File: config.mk
export PLATFORM = sky130hd
export DESIGN_NAME = delay_sample_reader
export DESIGN_NICKNAME = d
export VERILOG_FILES = /design/src/rtl/delay_sample_reader_pkg.sv /design/src/rtl/delay_sample_reader_therm_encode.sv /design/src/rtl/delay_sample_reader.sv
export SDC_FILE = /design/constraint.sdc
export NUM_CORES = 1
export LEC_CHECK = 0
export CORE_MARGIN = 2
export CORE_UTILIZATION = 56
export CTS_CLUSTER_DIAMETER = 50
export DETAILED_ROUTE_END_ITERATION = 7
export HOLD_SLACK_MARGIN = 0.15
export PLACE_DENSITY_LB_ADDON = 0.12
export SLEW_MARGIN = 20
export SYNTH_ARGS = -nofsm -noshare
export SYNTH_HDL_FRONTEND = slang
export SYNTH_SLANG_ARGS = --single-unit
File: constraint.sdc
create_clock -name clk -period 8.88 [get_ports clk]
set_clock_uncertainty 0.05 [all_clocks]
set_input_delay 2.664 -clock clk [delete_from_list [all_inputs] [get_ports clk]]
set_output_delay 2.664 -clock clk [all_outputs]
set_load 0.005 [all_outputs]
File: src/rtl/delay_sample_reader_pkg.sv
// -----------------------------------------------------------------------------
// delay_sample_reader_pkg
// Shared definitions for the delay-line measurement readers:
//   state_t          - reader FSM states
//   TIMEOUT_DEFAULT  - default wait budget (cycles) for ld_reg / fin
//   cntWidth()       - width of a single tap count for a TAP_W-tap line
//   sumWidth()       - width of an exact sum of 2^samplesLog2 tap counts
// -----------------------------------------------------------------------------
package delay_sample_reader_pkg;

   typedef enum logic [2:0] {
      IDLE,
      HOLD,
      WAIT_LD,
      WAIT_FIN,
      ENCODE,
      ACCUM,
      PRESENT
   } state_t;

   localparam int TIMEOUT_DEFAULT = 1024;

   // A tap count ranges over 0..tapW inclusive, hence the +1.
   function automatic int cntWidth(input int tapW);
      return $clog2(tapW + 1);
   endfunction

   // Summing 2^samplesLog2 counts needs samplesLog2 extra bits to never wrap.
   function automatic int sumWidth(input int tapW, input int samplesLog2);
      return cntWidth(tapW) + samplesLog2;
   endfunction

endpackage

File: src/rtl/delay_sample_reader_therm_encode.sv
// -----------------------------------------------------------------------------
// therm_encode
// Combinational thermometer decoder for a tapped delay line.
// Ports:
//   taps   in  TAP_W  snapshot, bit 0 nearest the launch point
//   count  out CNT_W  number of set taps (popcount)
//   bubble out 1      snapshot is not a clean 0..01..1 thermometer code
// -----------------------------------------------------------------------------
module therm_encode #(
   parameter int TAP_W = 64,
   parameter int CNT_W = 7
) (
   input  logic [TAP_W-1:0] taps,
   output logic [CNT_W-1:0] count,
   output logic             bubble
);

   always_comb begin
      count = '0;
      for (int i = 0; i < TAP_W; i++) begin
         count = count + CNT_W'(taps[i]);
      end
   end

   // A clean code is 2^k-1; adding one then clears every set bit, so any
   // surviving overlap means a 1 sits above a 0.
   assign bubble = |(taps & (taps + TAP_W'(1)));

endmodule

File: src/rtl/delay_sample_reader.sv
// -----------------------------------------------------------------------------
// delay_sample_reader
// Re-arms the high-to-low path measurement controller, snapshots the delay
// line on ld_reg, waits for fin, then accumulates 2^SAMPLES_LOG2 tap counts
// and offers the batch result on a valid/ready port.
// Ports:
//   clk, rst_n        clock, synchronous active-low reset
//   start             single-cycle batch request (honoured only in IDLE)
//   ld_reg, fin       controller load strobe / finished flag
//   taps              delay-line snapshot
//   restart           holds the controller in its initial state while high
//   busy              batch in progress (state != IDLE)
//   res_valid/ready   result handshake
//   res_sum/max/bubbles/err  batch result
//   dbgState          current FSM state
//
// Handshake: res_valid rises with the result and stays high, with every res_*
// output frozen, until a cycle in which res_ready is high; that cycle is the
// transfer and res_valid drops on the following edge.
// -----------------------------------------------------------------------------
module delay_sample_reader
   import delay_sample_reader_pkg::*;
#(
   parameter  int TAP_W        = 64,
   parameter  int SAMPLES_LOG2 = 4,
   parameter  int RESTART_CYC  = 2,
   parameter  int TIMEOUT      = TIMEOUT_DEFAULT,
   localparam int CNT_W        = cntWidth(TAP_W),
   localparam int SUM_W        = sumWidth(TAP_W, SAMPLES_LOG2),
   localparam int BUB_W        = SAMPLES_LOG2 + 1
) (
   input  logic             clk,
   input  logic             rst_n,
   input  logic             start,
   input  logic             ld_reg,
   input  logic             fin,
   input  logic [TAP_W-1:0] taps,
   output logic             restart,
   output logic             busy,
   output logic             res_valid,
   input  logic             res_ready,
   output logic [SUM_W-1:0] res_sum,
   output logic [CNT_W-1:0] res_max,
   output logic [BUB_W-1:0] res_bubbles,
   output logic             res_err,
   output state_t           dbgState
);

   localparam int HOLD_W = (RESTART_CYC > 1) ? $clog2(RESTART_CYC) : 1;
   localparam int WAIT_W = (TIMEOUT > 1) ? $clog2(TIMEOUT) : 1;

   state_t                  state;
   logic [TAP_W-1:0]        snapshot;
   logic [CNT_W-1:0]        encCount;
   logic                    encBubble;
   logic [CNT_W-1:0]        count;
   logic                    bubble;
   logic [HOLD_W-1:0]       holdCnt;
   logic [WAIT_W-1:0]       waitCnt;
   logic [SAMPLES_LOG2-1:0] index;

   therm_encode #(
      .TAP_W (TAP_W),
      .CNT_W (CNT_W)
   ) u_encode (
      .taps   (snapshot),
      .count  (encCount),
      .bubble (encBubble)
   );

   assign dbgState = state;

   // The accumulators double as the result registers; they are only written
   // while a batch runs, so they are naturally frozen in PRESENT.
   always_ff @(posedge clk) begin
      if (!rst_n) begin
         state       <= IDLE;
         restart     <= 1'b1;
         busy        <= 1'b0;
         res_valid   <= 1'b0;
         res_err     <= 1'b0;
         res_sum     <= '0;
         res_max     <= '0;
         res_bubbles <= '0;
         snapshot    <= '0;
         count       <= '0;
         bubble      <= 1'b0;
         holdCnt     <= '0;
         waitCnt     <= '0;
         index       <= '0;
      end else begin
         case (state)
            IDLE: begin
               if (start) begin
                  res_sum     <= '0;
                  res_max     <= '0;
                  res_bubbles <= '0;
                  res_err     <= 1'b0;
                  index       <= '0;
                  holdCnt     <= '0;
                  busy        <= 1'b1;
                  state       <= HOLD;
               end
            end

            HOLD: begin
               if (holdCnt == HOLD_W'(RESTART_CYC - 1)) begin
                  restart <= 1'b0;
                  waitCnt <= '0;
                  state   <= WAIT_LD;
               end else begin
                  holdCnt <= holdCnt + 1'b1;
               end
            end

            // ld_reg wins over a timeout landing in the same cycle.
            WAIT_LD: begin
               if (ld_reg) begin
                  snapshot <= taps;
                  waitCnt  <= '0;
                  state    <= WAIT_FIN;
               end else if (waitCnt == WAIT_W'(TIMEOUT - 1)) begin
                  res_err   <= 1'b1;
                  res_valid <= 1'b1;
                  restart   <= 1'b1;
                  state     <= PRESENT;
               end else begin
                  waitCnt <= waitCnt + 1'b1;
               end
            end

            // Further ld_reg pulses are ignored here: the snapshot is kept.
            WAIT_FIN: begin
               if (fin) begin
                  state <= ENCODE;
               end else if (waitCnt == WAIT_W'(TIMEOUT - 1)) begin
                  res_err   <= 1'b1;
                  res_valid <= 1'b1;
                  restart   <= 1'b1;
                  state     <= PRESENT;
               end else begin
                  waitCnt <= waitCnt + 1'b1;
               end
            end

            ENCODE: begin
               count  <= encCount;
               bubble <= encBubble;
               state  <= ACCUM;
            end

            ACCUM: begin
               res_sum     <= res_sum + SUM_W'(count);
               res_bubbles <= res_bubbles + BUB_W'(bubble);
               if (count > res_max) begin
                  res_max <= count;
               end
               restart <= 1'b1;
               if (index == {SAMPLES_LOG2{1'b1}}) begin
                  res_valid <= 1'b1;
                  state     <= PRESENT;
               end else begin
                  index   <= index + 1'b1;
                  holdCnt <= '0;
                  state   <= HOLD;
               end
            end

            PRESENT: begin
               if (res_ready) begin
                  res_valid <= 1'b0;
                  busy      <= 1'b0;
                  state     <= IDLE;
               end
            end

            default: begin
               state <= IDLE;
            end
         endcase
      end
   end

endmodule

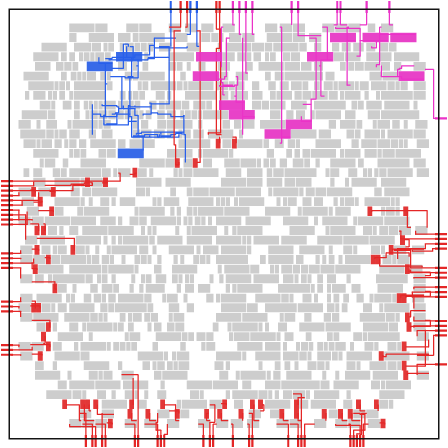
*Nets reached from selected ports*
magenta -> `res_sum`  # bits 11, direction output, end cells 11, buffers 11, wire 361 um
red -> `taps`  # bits 64, direction input, end cells 64, buffers 64, wire 1010 um
blue -> `dbgState`  # bits 3, direction output, end cells 3, buffers 3, wire 354 um
number of I/O port buffers: 99
io pins: 100

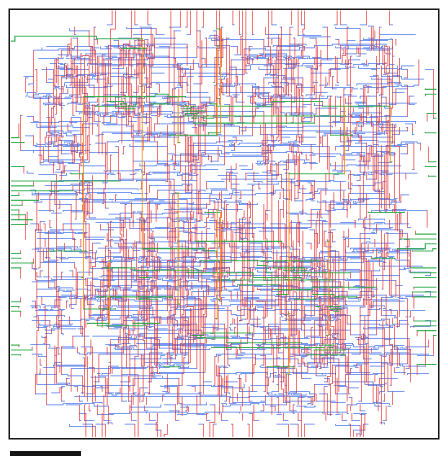
*Signal wires by layer*
Bar = 20 um.
red -> met2  # wire length 8310 um
blue -> met1  # wire length 8390 um
green -> met3  # wire length 1040 um
orange -> met4  # wire length 401 um
Routed WL: 18.1 mm
DR vias: 6612
GRT Util Overall: 26.2%
Routed WL per cell: 15.2 um

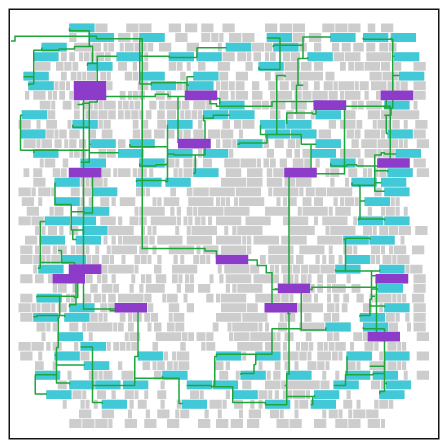
*Routed clock nets over the placement*
cyan -> flip-flops  # count 117
green -> clock wires  # length 1560 um
purple -> cells driving clock nets  # count 17
flops lie = widely spread
later-pin clock latency in the skew report: 0.42 ns
clk pwr: 0.698 mW
Clk pwr share: 46.8%

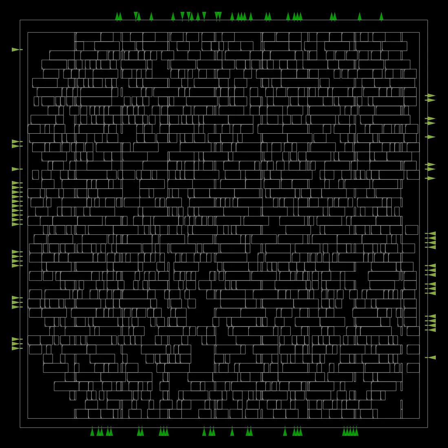
*Cell outlines without signal wires*
Cell Rows: 42
final core utilization: 70.5%
Fillers: 1113
Final Non-Filler Cells: 1194
flop count: 117

==> deck_impl_summary.md <==
Flow Results at a Glance

Global route
  – Initial antenna violation count: 0
  – Largest net degree at the start of global routing: 110
  – Congestion Overflow GR: 0

Setup path
  – Largest stage delay on the critical path: 0.55 ns
  – CP Capture Point: count[4]
  – CP Cell Sequence: inv_1 -> ha_1 -> fa_1 -> inv_1 -> fa_1 -> fa_1 -> fa_1 -> fa_1 -> fa_1 -> inv_1 -> fa_1 -> fa_1 -> inv_1 -> fa_1 -> fa_1 -> a21o_1 -> a21oi_1 -> xor2_1 -> o21ai_0 -> and2_1

STA
  – Final Hold Fails: 0
  – Rel. slew slack: 39.7%
  – Setup TNS: 0 ns
  – Tightest Pin Transition: 0.904 ns
  – RSZ-0062 raised after global routing: no

Synthesis
  – Seq cells post-synth: 117
  – Post-synthesis sequential area ratio: 30.7%
  – Xor/xnor share: 1.72%

Cells and area
  – Signal buf overhead: 10.9%
  – Largest cell class: combinational gates

Pwr
  – Pwr Density: 160 nW/um^2
  – Sw Pwr: 0.383 mW

Floorplanning
  – Die width: 121 um

Status
  – Status: finished clean

Placed design
  – Placed instance area: 8730 sq um

Clock network
  – Cts hold-fix bufs: 0

Drt
  – Via/cell ratio: 5.54
No activity file was given, so power comes from the tool's default toggle rates.
